Fig. 1: cell placement
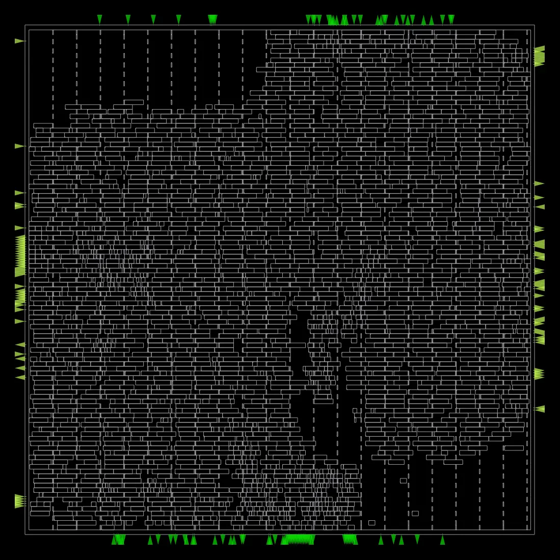
Fig. 2: wiring heat map
The die is cut into 30 by 30 equal tiles; dark blue is low, red is high, scaled to the fullest tile. Values are wire area over tile area, all layers added.
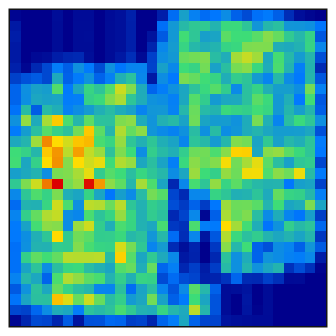
Fig. 3: power grid
Scale bar: 100 µm. Pins as bars on the die edge. Tap cells in grey.
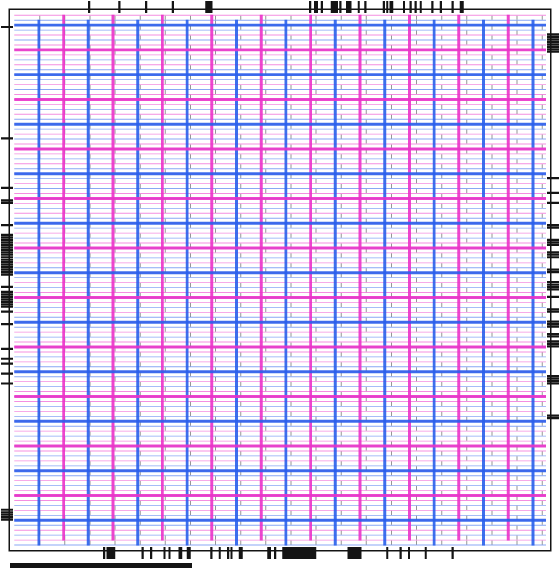
Fig. 4: cell classes on the final placement
Fill, decap, tap and diode cells in grey.
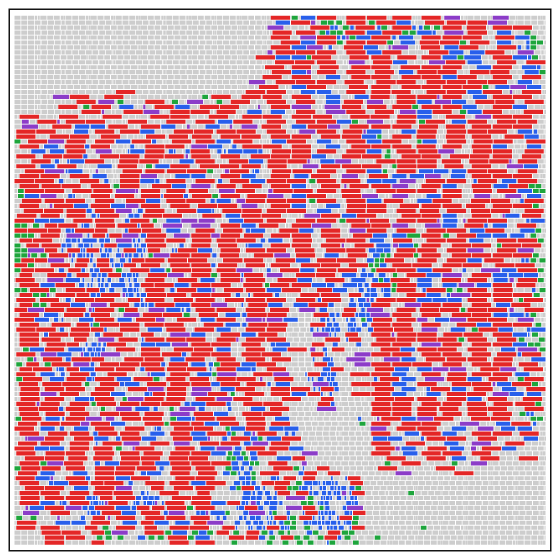
$ cat src/rtl/mst_fifo_slv_rsp.sv
// Chip-side responder for the 245-mode master FIFO bus.
// Stands in for the FT60x: a source buffer (or stream pattern) feeds master
// reads, and a sink buffer absorbs master writes with txe_n backpressure.
module mst_fifo_slv_rsp #(
  parameter int DEPTH_LOG2 = 4,
  parameter int TXE_HOLD   = 2
) (
  input  logic        clk,
  input  logic        rst,
  input  logic        wr_n,
  input  logic        rd_n,
  input  logic        oe_n,
  input  logic [31:0] idata,
  input  logic [3:0]  ibe,
  output logic        txe_n,
  output logic        rxf_n,
  output logic [31:0] odata,
  output logic [3:0]  obe,
  output logic        dt_oe,
  output logic        be_oe,
  input  logic        strm_en,
  input  logic        src_wr,
  input  logic [35:0] src_wdat,
  output logic        src_full,
  input  logic        snk_rd,
  output logic [36:0] snk_rdat,
  output logic        snk_nempt,
  output logic        proto_err,
  output logic [15:0] drop_cnt
);

  localparam int DEPTH = 1 << DEPTH_LOG2;
  localparam int PW    = DEPTH_LOG2 + 1;   // extra bit separates full from empty

  // Buffer storage (no reset: contents are invalidated via the pointers)
  logic [35:0] src_mem [DEPTH];
  logic [36:0] snk_mem [DEPTH];

  logic [PW-1:0] src_wp_q, src_wp_d, src_rp_q, src_rp_d;
  logic [PW-1:0] snk_wp_q, snk_wp_d, snk_rp_q, snk_rp_d;
  logic          txe_n_q, txe_n_d;
  logic          rxf_n_q, rxf_n_d;
  logic [31:0]   odata_q, odata_d;
  logic [3:0]    obe_q, obe_d;
  logic          dt_oe_q, dt_oe_d;
  logic          proto_err_q, proto_err_d;
  logic [15:0]   drop_cnt_q, drop_cnt_d;
  logic [31:0]   pat_q, pat_d;
  logic [7:0]    hold_q, hold_d;

  logic src_empty, src_full_w, src_push, src_pop, src_nempty_next;
  logic snk_empty, snk_full_w, snk_push, snk_pop, snk_full_next, snk_drop;
  logic bus_rd, pat_inc, hold_done;
  logic [35:0] src_head;
  logic [36:0] snk_wdat;

  // Occupancy flags and transfer qualifiers for both buffers
  always_comb begin
    src_empty  = (src_wp_q == src_rp_q);
    src_full_w = (src_wp_q[PW-1] != src_rp_q[PW-1]) &&
                 (src_wp_q[PW-2:0] == src_rp_q[PW-2:0]);
    snk_empty  = (snk_wp_q == snk_rp_q);
    snk_full_w = (snk_wp_q[PW-1] != snk_rp_q[PW-1]) &&
                 (snk_wp_q[PW-2:0] == snk_rp_q[PW-2:0]);

    bus_rd   = ~rd_n & ~oe_n & ~rxf_n_q;
    pat_inc  = bus_rd & strm_en;
    src_pop  = bus_rd & ~strm_en & ~src_empty;
    src_push = src_wr & ~src_full_w;

    // txe_n as seen by the master gates writes; a write against high txe_n is lost
    snk_push = ~wr_n & ~txe_n_q & ~snk_full_w;
    snk_drop = ~wr_n & txe_n_q;
    snk_pop  = snk_rd & ~snk_empty;
    snk_wdat = {(ibe != 4'hF), ibe, idata};

    src_head = src_mem[src_rp_q[PW-2:0]];
  end

  // Next-state for pointers, bus outputs, flags and counters
  always_comb begin
    src_wp_d = src_wp_q + {{(PW-1){1'b0}}, src_push};
    src_rp_d = src_rp_q + {{(PW-1){1'b0}}, src_pop};
    snk_wp_d = snk_wp_q + {{(PW-1){1'b0}}, snk_push};
    snk_rp_d = snk_rp_q + {{(PW-1){1'b0}}, snk_pop};

    src_nempty_next = (src_wp_d != src_rp_d);
    snk_full_next   = (snk_wp_d[PW-1] != snk_rp_d[PW-1]) &&
                      (snk_wp_d[PW-2:0] == snk_rp_d[PW-2:0]);

    rxf_n_d = ~(src_nempty_next | strm_en);

    // Drive only when the master asks and is not itself writing
    dt_oe_d = ~oe_n & wr_n;
    odata_d = 32'hFFFF_FFFF;
    obe_d   = 4'hF;
    if (dt_oe_d) begin
      if (strm_en) begin
        odata_d = pat_q;
        obe_d   = 4'hF;
      end else if (!src_empty) begin
        odata_d = src_head[31:0];
        obe_d   = src_head[35:32];
      end
    end

    pat_d = pat_q + {31'd0, pat_inc};

    proto_err_d = proto_err_q | (~wr_n & ~oe_n) | (~rd_n & rxf_n_q);

    drop_cnt_d = drop_cnt_q;
    if (snk_drop && drop_cnt_q != 16'hFFFF) begin
      drop_cnt_d = drop_cnt_q + 16'd1;
    end

    // txe_n rises immediately on full, falls only after TXE_HOLD non-full cycles
    hold_done = (int'(hold_q) + 1 >= TXE_HOLD);
    txe_n_d   = txe_n_q;
    hold_d    = 8'd0;
    if (snk_full_next) begin
      txe_n_d = 1'b1;
    end else if (txe_n_q) begin
      if (hold_done) begin
        txe_n_d = 1'b0;
      end else begin
        hold_d = hold_q + 8'd1;
      end
    end
  end

  // State registers with synchronous reset
  always_ff @(posedge clk) begin
    if (rst) begin
      src_wp_q    <= '0;
      src_rp_q    <= '0;
      snk_wp_q    <= '0;
      snk_rp_q    <= '0;
      txe_n_q     <= 1'b1;
      rxf_n_q     <= 1'b1;
      odata_q     <= 32'hFFFF_FFFF;
      obe_q       <= 4'hF;
      dt_oe_q     <= 1'b0;
      proto_err_q <= 1'b0;
      drop_cnt_q  <= 16'd0;
      pat_q       <= 32'd0;
      hold_q      <= 8'd0;
    end else begin
      src_wp_q    <= src_wp_d;
      src_rp_q    <= src_rp_d;
      snk_wp_q    <= snk_wp_d;
      snk_rp_q    <= snk_rp_d;
      txe_n_q     <= txe_n_d;
      rxf_n_q     <= rxf_n_d;
      odata_q     <= odata_d;
      obe_q       <= obe_d;
      dt_oe_q     <= dt_oe_d;
      proto_err_q <= proto_err_d;
      drop_cnt_q  <= drop_cnt_d;
      pat_q       <= pat_d;
      hold_q      <= hold_d;
    end
  end

  // Source buffer write port
  always_ff @(posedge clk) begin
    if (src_push) begin
      src_mem[src_wp_q[PW-2:0]] <= src_wdat;
    end
  end

  // Sink buffer write port
  always_ff @(posedge clk) begin
    if (snk_push) begin
      snk_mem[snk_wp_q[PW-2:0]] <= snk_wdat;
    end
  end

  assign txe_n     = txe_n_q;
  assign rxf_n     = rxf_n_q;
  assign odata     = odata_q;
  assign obe       = obe_q;
  assign dt_oe     = dt_oe_q;
  assign be_oe     = dt_oe_q;
  assign src_full  = src_full_w;
  assign snk_nempt = ~snk_empty;
  assign snk_rdat  = snk_empty ? 37'd0 : snk_mem[snk_rp_q[PW-2:0]];
  assign proto_err = proto_err_q;
  assign drop_cnt  = drop_cnt_q;

endmodule

$ cat config.mk
export PLATFORM = sky130hd
export DESIGN_NAME = mst_fifo_slv_rsp
export DESIGN_NICKNAME = d
export VERILOG_FILES = /design/src/rtl/mst_fifo_slv_rsp.sv
export SDC_FILE = /design/constraint.sdc
export NUM_CORES = 1
export LEC_CHECK = 0
export CAP_MARGIN = 5
export CORE_MARGIN = 2
export CORE_UTILIZATION = 57
export DETAILED_ROUTE_END_ITERATION = 7
export PLACE_DENSITY = 0.75
export SLEW_MARGIN = 10
export SYNTH_ARGS = -nofsm -noshare
export SYNTH_HDL_FRONTEND = slang
export SYNTH_SLANG_ARGS = --single-unit
$ cat constraint.sdc
create_clock -name clk -period 7.9 [get_ports clk]
set_clock_uncertainty 0.1 [all_clocks]
set_input_delay 0.79 -clock clk [delete_from_list [all_inputs] [get_ports clk]]
set_output_delay 0.79 -clock clk [all_outputs]
set_load 0.005 [all_outputs]
==> run notes <==
The max-slew check reports its worst relative slack as 29.7%. The cell type group with the largest total delay on the critical path is buffers and inverters. The setup slack on the worst flop-to-flop path is 3500 ps.

The final timing report counts setup violations totalling 0. Detailed routing inserted a total of 23800 vias. Endpoint of the worst register-to-register path: snk_mem[1][4]$_DFFE_PP_. The count of cells along the worst hold path works out to 2. The logic depth of the worst path, buffers included came out at 5. Listed in order, past its start point the critical path passes buf_12 > mux4_2 > mux4_2 > nor2b_1 > clkdlybuf4s50_1. The tools report the worst flop-to-flop path startpoint as snk_rp_q[0]$_SDFF_PP0_. The post-synthesis register bit count is 1284.

Subtracting the final worst setup slack from the clock period gives 5180 ps. Per STA, the highest per-stage delay on the worst path measures 990 ps. The max-cap check violation count is 0, and the peak clock frequency supported by timing is 193 MHz. The first element of the critical path is snk_rp_q[0]$_SDFF_PP0_. The area recorded from the Yosys report for this design is 48800 µm². In this run, CTS created clock tree buffers numbering 121. For the worst-skew pair, the clock arrives at the later sink with an insertion delay of 710 ps.

In this run, the synthesized area fraction spent on xor and xnor cells is recorded as 1.31%. Synthesis produced a netlist whose cell count is 2264. The run gives 57.4% for the starting density of the core.

The switching portion of total power comes to 20.3%. The number of cells on the worst reg-to-reg path is 7. The die height is 297 µm, and the power density normalized to cell area is 257 nW/µm².

Note, the detailed placer reported a final HPWL of 56800 µm. The number of hold buffers added after CTS is 0. The floorplan step defined a die boundary enclosing 88000 µm². Looking at the worst setup and hold paths, the clock pins of their registers show a slew of 60 ps.

For this run, the script counts the antenna cells in the layout as 5. The run gives 0 for the number of design rule violations left after detail routing. The combined area of the multi-input logic cells is 11100 µm². Cell internal power was estimated by the tool at 0.0116 W.

Number of logic gates: 858. The run finished with clean final reports. With the boundary pin count at 176, the buffer-and-inverter tally for the worst setup path is 2.

The class of the most critical setup path is flip-flop to output pin. After synthesis, the largest area contributor takes up 71.8% of total cell area. Setup repair after global routing left no endpoint under its margin. Non-clock inverter count in the final layout: 10. The startpoint identified for the worst hold timing path is proto_err$_SDFF_PP0_. The fraction of final cell area spent on non-clock buffers in this run is 3.83%.

Of all power groups, the one with the highest power is registers. TritonCTS built the clock tree. The global placement routability congestion is 0.779. The top fanout value on the critical path works out to 102.

The first global-routing pass estimated 160000 µm of wire. Of the synthesized area, sequential elements account for 76.6%. With the share of cell area taken by flip-flops and latches at 66.3%, the switching component of the power is 0.00295 W.

The post-cts repair resize count was 0. Counting only logic cells after layout, the most numerous master is sky130_fd_sc_hd__edfxtp_1. The slowest cell on the critical path is sky130_fd_sc_hd__dfxtp_4. The share of final layout cell area taken by clock buffers and inverters works out to 7.68%.

The leakage power of the design came out at 17.3 nW. In this run the tool buffered the top-level ports with 175 buffer cells. With the power of the combinational group at 0.000800 W, the power share of the sequential group is 51.9%.

With the remaining number of nets flagged by the antenna check after routing at 0, the number of core rows is 107. The power report attributes to the combinational group a share of 5.5%.
About Fig. 1:
number of inserted filler cells in the final layout: 5262
core utilization of the finished layout: 66.4%

About Fig. 2:
fullest tile: 0.58
densest ninth of the die: left middle
tiles over half the peak: 22%
nearly empty tiles: 7.2%
mean over tiles: 0.20

About Fig. 3:
| colour | net |
|---|---|
| magenta | VDD |
| blue | VSS |
rows: 107
met1 rails: 108

About Fig. 4:
| colour | class | cells |
|---|---|---|
| blue | all other logic | 868 |
| purple | clock drivers and dummy loads | 225 |
| red | flip-flops | 1284 |
| green | other buffers and delay cells | 229 |

==> through the flow <==
step,cells,total power [W],utilization (%),area (µm²)
after floorplan,2270,0.00815,-,48800
after global placement,3525,0.00846,61.3,52100
after detailed placement,3525,0.00848,61.3,52100
after CTS,3750,0.0146,66.4,56500
after global routing,3754,0.0149,66.4,56500
final,3755,0.0145,66.4,56500
==> metal layers <==
| layer | up-vias | wire [µm] | GRT usage (%) |
|---|---|---|---|
| li1 | 9863 | - | - |
| met1 | 12600 | 39800 | 32.9 |
| met2 | 1163 | 58200 | 43.9 |
| met3 | 218 | 8260 | 3.92 |
| met4 | 14 | 3050 | 8.57 |
| met5 | - | 80 | 0 |
Power and IR drop assume default switching activity.
